`src/rtl/mips_lcd_drv.sv`:
```
// HD44780-style LCD bus sequencer: setup / enable pulse / hold / execute-wait timing.
// Optional write FIFO when LCD_FIFO_EN is defined; otherwise a single-byte engine.
module mips_lcd_drv #(
    parameter int T_SETUP = 4,
    parameter int T_EN    = 12,
    parameter int T_HOLD  = 4,
    parameter int T_EXEC  = 2000,
    parameter int T_CLR   = 80000
`ifdef LCD_FIFO_EN
    ,
    parameter int FIFO_AW = 2
`endif
) (
    input  logic       clk,
    input  logic       rst,
    input  logic       wr_i,
    input  logic       rs_i,
    input  logic [7:0] data_i,
    output logic       busy_o,
    output logic       full_o,
    output logic       ovf_o,
    output logic [7:0] lcd_data,
    output logic       lcd_rs,
    output logic       lcd_rw,
    output logic       lcd_en
);

    typedef enum logic [2:0] {IDLE, SETUP, PULSE, HOLD, EXEC} state_t;

    localparam logic [16:0] L_SETUP = 17'(T_SETUP - 1);
    localparam logic [16:0] L_EN    = 17'(T_EN - 1);
    localparam logic [16:0] L_HOLD  = 17'(T_HOLD - 1);
    localparam logic [16:0] L_EXEC  = 17'(T_EXEC - 1);
    localparam logic [16:0] L_CLR   = 17'(T_CLR - 1);

    state_t      state, state_n;
    logic [16:0] cnt, cnt_n;
    logic        exec_end;
    logic        pend;
    logic        take;
    logic        accept;
    logic        is_clr;
    logic        en_n;
    logic [8:0]  src;

    assign exec_end = (state == EXEC) && (cnt == '0);
    assign is_clr   = !lcd_rs && (lcd_data inside {8'h01, 8'h02, 8'h03});
    assign lcd_rw   = 1'b0;

`ifdef LCD_FIFO_EN
    // The byte on the bus keeps its slot until its EXEC ends, so "full"
    // counts the transfer in flight as well as the queued ones.
    localparam int DEPTH = 1 << FIFO_AW;

    logic [8:0]         mem [DEPTH];
    logic [FIFO_AW-1:0] wr_ptr;
    logic [FIFO_AW-1:0] rd_ptr;
    logic [FIFO_AW-1:0] rd_nxt;
    logic [FIFO_AW:0]   count;
    logic               full;
    logic               push;
    logic               pop;

    assign full   = (count == (FIFO_AW+1)'(DEPTH));
    assign pop    = exec_end;
    assign accept = wr_i && (!full || pop);
    assign push   = accept;
    assign rd_nxt = rd_ptr + FIFO_AW'(1);
    assign pend   = (count > (FIFO_AW+1)'(1)) || wr_i;
    assign src    = (count > (FIFO_AW+1)'(1)) ? mem[rd_nxt] : {rs_i, data_i};
    assign busy_o = (state != IDLE) || (count != '0);
    assign full_o = full;

    always_ff @(posedge clk) begin
        if (push) mem[wr_ptr] <= {rs_i, data_i};
    end

    always_ff @(posedge clk) begin
        if (!rst) begin
            wr_ptr <= '0;
            rd_ptr <= '0;
            count  <= '0;
        end else begin
            if (push) wr_ptr <= wr_ptr + FIFO_AW'(1);
            if (pop)  rd_ptr <= rd_nxt;
            unique case ({push, pop})
                2'b10:   count <= count + (FIFO_AW+1)'(1);
                2'b01:   count <= count - (FIFO_AW+1)'(1);
                default: count <= count;
            endcase
        end
    end
`else
    // A write is only taken when idle or on the final EXEC cycle.
    assign accept = wr_i && ((state == IDLE) || exec_end);
    assign pend   = wr_i;
    assign src    = {rs_i, data_i};
    assign busy_o = (state != IDLE);
    assign full_o = busy_o;
`endif

    always_comb begin
        state_n = state;
        cnt_n   = cnt;
        take    = 1'b0;
        unique case (state)
            IDLE: begin
                if (pend) begin
                    state_n = SETUP;
                    cnt_n   = L_SETUP;
                    take    = 1'b1;
                end
            end
            SETUP: begin
                if (cnt == '0) begin
                    state_n = PULSE;
                    cnt_n   = L_EN;
                end else begin
                    cnt_n = cnt - 17'd1;
                end
            end
            PULSE: begin
                if (cnt == '0) begin
                    state_n = HOLD;
                    cnt_n   = L_HOLD;
                end else begin
                    cnt_n = cnt - 17'd1;
                end
            end
            HOLD: begin
                if (cnt == '0) begin
                    state_n = EXEC;
                    cnt_n   = is_clr ? L_CLR : L_EXEC;
                end else begin
                    cnt_n = cnt - 17'd1;
                end
            end
            EXEC: begin
                if (cnt == '0) begin
                    if (pend) begin
                        state_n = SETUP;
                        cnt_n   = L_SETUP;
                        take    = 1'b1;
                    end else begin
                        state_n = IDLE;
                    end
                end else begin
                    cnt_n = cnt - 17'd1;
                end
            end
            default: begin
                state_n = IDLE;
                cnt_n   = '0;
            end
        endcase
        en_n = (state_n == PULSE);
    end

    // lcd_en is registered so the strobe is glitch-free and drops on reset.
    always_ff @(posedge clk) begin
        if (!rst) begin
            state    <= IDLE;
            cnt      <= '0;
            lcd_en   <= 1'b0;
            lcd_data <= 8'h00;
            lcd_rs   <= 1'b0;
            ovf_o    <= 1'b0;
        end else begin
            state  <= state_n;
            cnt    <= cnt_n;
            lcd_en <= en_n;
            if (take) begin
                lcd_rs   <= src[8];
                lcd_data <= src[7:0];
            end
            if (wr_i && !accept) ovf_o <= 1'b1;
        end
    end

endmodule

```
`config.mk`:
```
export PLATFORM = sky130hd
export DESIGN_NAME = mips_lcd_drv
export DESIGN_NICKNAME = d
export VERILOG_FILES = /design/src/rtl/mips_lcd_drv.sv
export SDC_FILE = /design/constraint.sdc
export NUM_CORES = 1
export LEC_CHECK = 0
export ABC_AREA = 1
export ABC_CLOCK_PERIOD_IN_PS = 2100
export CORE_ASPECT_RATIO = 0.8
export CORE_MARGIN = 2
export CORE_UTILIZATION = 42
export CTS_CLUSTER_DIAMETER = 80
export CTS_CLUSTER_SIZE = 20
export DETAILED_ROUTE_END_ITERATION = 12
export GPL_TIMING_DRIVEN = 1
export HOLD_SLACK_MARGIN = 0.02
export PLACE_DENSITY = 0.7
export SETUP_SLACK_MARGIN = 0.2
export SKIP_LAST_GASP = 1
export SYNTH_ARGS = -nofsm -noshare
export SYNTH_HDL_FRONTEND = slang
export SYNTH_SLANG_ARGS = --single-unit
```
`constraint.sdc`:
```
create_clock -name clk -period 2.1 [get_ports clk]
set_input_delay 0.42 -clock clk [delete_from_list [all_inputs] [get_ports clk]]
set_output_delay 0.42 -clock clk [all_outputs]
set_load 0.05 [all_outputs]
```
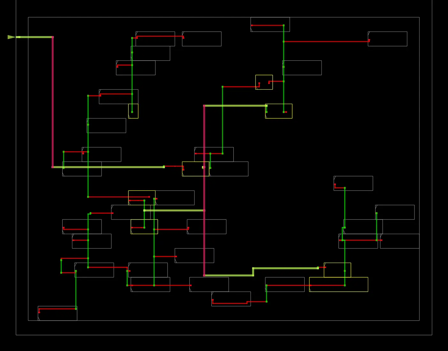
Fig. 1. Clock wiring as the flow saved it.
CLK BUF: 5
clock sinks: 31
Clock Latency Late Sink: 0.29 ns
CTS Buf Count: 5
clock skew: 0.0101 ns

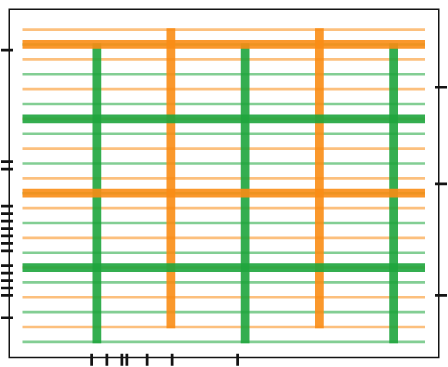
Fig. 2. Power grid.
Pins as bars on the die edge.
[VDD] orange
[VSS] green
met4 straps: 5
signal pins: 26
rows: 21
met1 rails: 22
die height: 63.4 um
Core Box Area: 4200 um^2
Die Width: 78.3 um

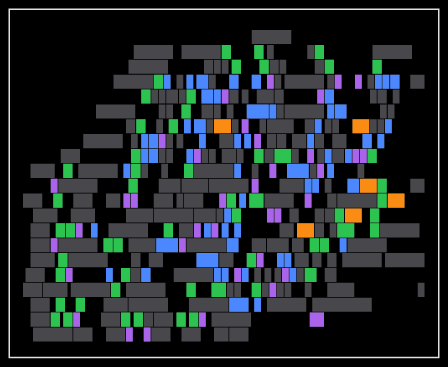
Fig. 3. Selected gate families.
[aoi and oai cells] green | cells: 55 | where: all over the die
[xor and xnor cells] orange | cells: 6 | where: east
[nor cells] blue | cells: 59
[inv cells] purple | cells: 37
multi-input combinational area share: 0.455
Non-Filler Instances: 384
most frequent logic cell in the layout: nand2_1

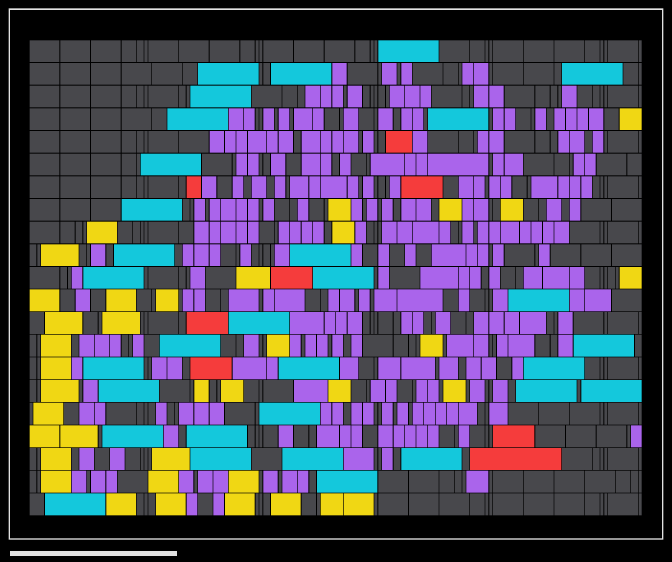
Fig. 4. Cells colored by class.
Scale bar: 20 um. Fill, decap, tap and diode cells in gray.
[registers] cyan | cells: 31 | share of their area: 27%
[clock drivers and dummy loads] red | cells: 8 | share of their area: 4.9%
[remaining logic cells] purple | cells: 251 | share of their area: 53%
[remaining buffers and delay cells] yellow | cells: 37 | share of their area: 15%

==> flow_metrics.env <==
# source this file to load flow results
export IMPL_status="finished clean"
export IMPL_min_from="lcd_data[0]"
export IMPL_drtIter0Drc=103
export IMPL_hp_class="register to register"
export IMPL_synth_warnings=0
export IMPL_path_cells="clkdlybuf4s50_1"
export IMPL_end_kind="primary output"
export IMPL_slew_viol_final=0
export IMPL_startpoint_type="register"
export IMPL_cp_slowest_cell="clkdlybuf4s50_1"
export IMPL_fmax_mhz=538
export IMPL_warning_count=28
export IMPL_wl_per_cell_um=12.2
export IMPL_layout_nets=340
export IMPL_synth_flops=31
export IMPL_ys_seq_share=0.335
export IMPL_vias_per_cell=5.03
export IMPL_topCellsByArea="dfxtp_1 (33%), nand2_1 (12%), a21oi_1 (8.4%)"
export IMPL_fp_util=0.441
export IMPL_cts_hold_buf=0
export IMPL_reg2regPathDepth=12
export IMPL_insertedDiodeCount=0
export IMPL_wl_met1_mm=2.40
export IMPL_rows=21
export IMPL_path_delay_family="buffers and inverters"
export IMPL_io_buffers=24
export IMPL_chipArea_um2=4970
export IMPL_tns_ns=0
export IMPL_firstDrtPassIters=4
export IMPL_area_growth_pct=28.3
export IMPL_grt_total_usage=0.204
export IMPL_vias=1932
export IMPL_r2r_start="cnt[0]"
export IMPL_place_gp_congestion=0.880
export IMPL_h_tree_depth=2
export IMPL_path_class="register to primary output"
export IMPL_synth_largest_area_cell="dfxtp_1"
export IMPL_top_layer="met4"
export IMPL_lay_top_cells="nand2_1 (60), nor2_1 (40), inv_1 (33)"
export IMPL_netlist_instances=290
export IMPL_layout_drive_gt1_share=0.153
export IMPL_syn_avg_cell_area_um2=6.39
export IMPL_ant_nets=0
export IMPL_cts_tree="built"
export IMPL_placed_cells=369
export IMPL_crit_required_ns=1.68
export IMPL_clock_path_buffers=2
export IMPL_syn_area_um2=1850
export IMPL_slew_headroom=0.647
export IMPL_synth_top_area_share=0.335
export IMPL_yosysUniqueCellTypes=29
export IMPL_globalRouteOverflowTotal=0
export IMPL_rsz0062_at_grt="yes"
export IMPL_hold_viol_final=0
export IMPL_grt_pass1_wl_mm=7.99
export IMPL_hpwl_mm=3.39
export IMPL_clockRootBuffer="clkbuf_8"
export IMPL_hold_path_end="lcd_data[0]"
export IMPL_drt_total_wl_mm=4.69
export IMPL_setup_violations=0
export IMPL_ys_cells=290
export IMPL_reg2reg_to="cnt[2]"
export IMPL_holdWs_ns=0.457
export IMPL_fin_crit_sh=0.885
export IMPL_r2r_slack_ns=0.33
export IMPL_arrival_ns=1.44
export IMPL_pin_count=26
export IMPL_met2_length_mm=1.93
==> worst register-to-register path: stages (launching register included) <==
cell     delay (ns)
dfxtp_1        0.31
inv_1          0.11
ha_2           0.20
inv_1          0.04
nor2_1         0.07
nand2_1        0.09
nor2_4         0.18
nand2_8        0.12
buf_4          0.16
nand2_2        0.09
nand3_1        0.11
o21ai_0        0.09
a21oi_1        0.09
==> sequential cells by signal, indices dropped and copies added, names as in the netlist <==
name      cells
cnt          17
lcd_data      8
lcd_en        1
lcd_rs        1
ovf_o         1
state         3
==> worst max-delay path by stage <==
stage                       end   startpoint  slack [ns]  depth (start not counted)
global route        lcd_data[4]       cnt[0]        0.19                         12
detailed placement  lcd_data[1]       cnt[0]        0.21                         12
finish              lcd_data[4]  lcd_data[4]        0.24                          1
CTS                 lcd_data[1]       cnt[0]        0.20                         12
floorplan                full_o     state[0]        0.36                          5
global placement         cnt[7]       cnt[0]        0.25                         12
==> metrics by stage <==
step / utilization / area (um^2)
5_1_grt: 0.566 / 2380
2_1_floorplan: - / 1850
3_5_place_dp: 0.513 / 2160
3_3_place_gp: 0.513 / 2160
6_report: 0.566 / 2380
4_1_cts: 0.540 / 2270
==> layer usage <==
layer  up-vias  track usage
li1        995            -
met1       875        0.294
met2        54        0.292
met3         8       0.0516
met4         0       0.0746
met5         -            0
==> synth_stat cells (all sizes together) <==
cell	n
nand2	67
nor2	50
inv	37
a21oi	32
dfxtp	31
nand3	22
o21ai	20
nor3	9
buf	5
xor2	4
clkbuf	3
ha	2
xnor2	2
conb	1
nand3b	1
nand4	1
o211ai	1
o22ai	1
o31ai	1
==> cell families (layout without fill, tap and decap cells) <==
group                    after synthesis  after routing  synth area share
XOR/XNOR                               6              6            0.0283
AND-OR/OR-AND                         55             55             0.154
other                                  1              1           0.00202
flip-flops                            31             31             0.335
buffers and inverters                 45             82             0.101
adder cells (fa/ha/maj)                2              2            0.0135
AND/OR/NAND/NOR                      150            150             0.367
==> repair_timing <==
action                                  CTS  global route
buffers inserted                          0             6
gates resized                             0            17
endpoints found under the setup margin    0            34
==> final cells by class <==
| cell class | instances | area [um^2] |
|---|---|---|
| repair buffers | 37 | 349 |
| inverters | 37 | 143 |
| clock inverters | 3 | 43.8 |
| fillers | 399 | 1830 |
| well taps | 57 | 71.3 |
| flip-flops and latches | 31 | 621 |
| clock buffers | 5 | 68.8 |
| multi-input cells | 214 | 1080 |
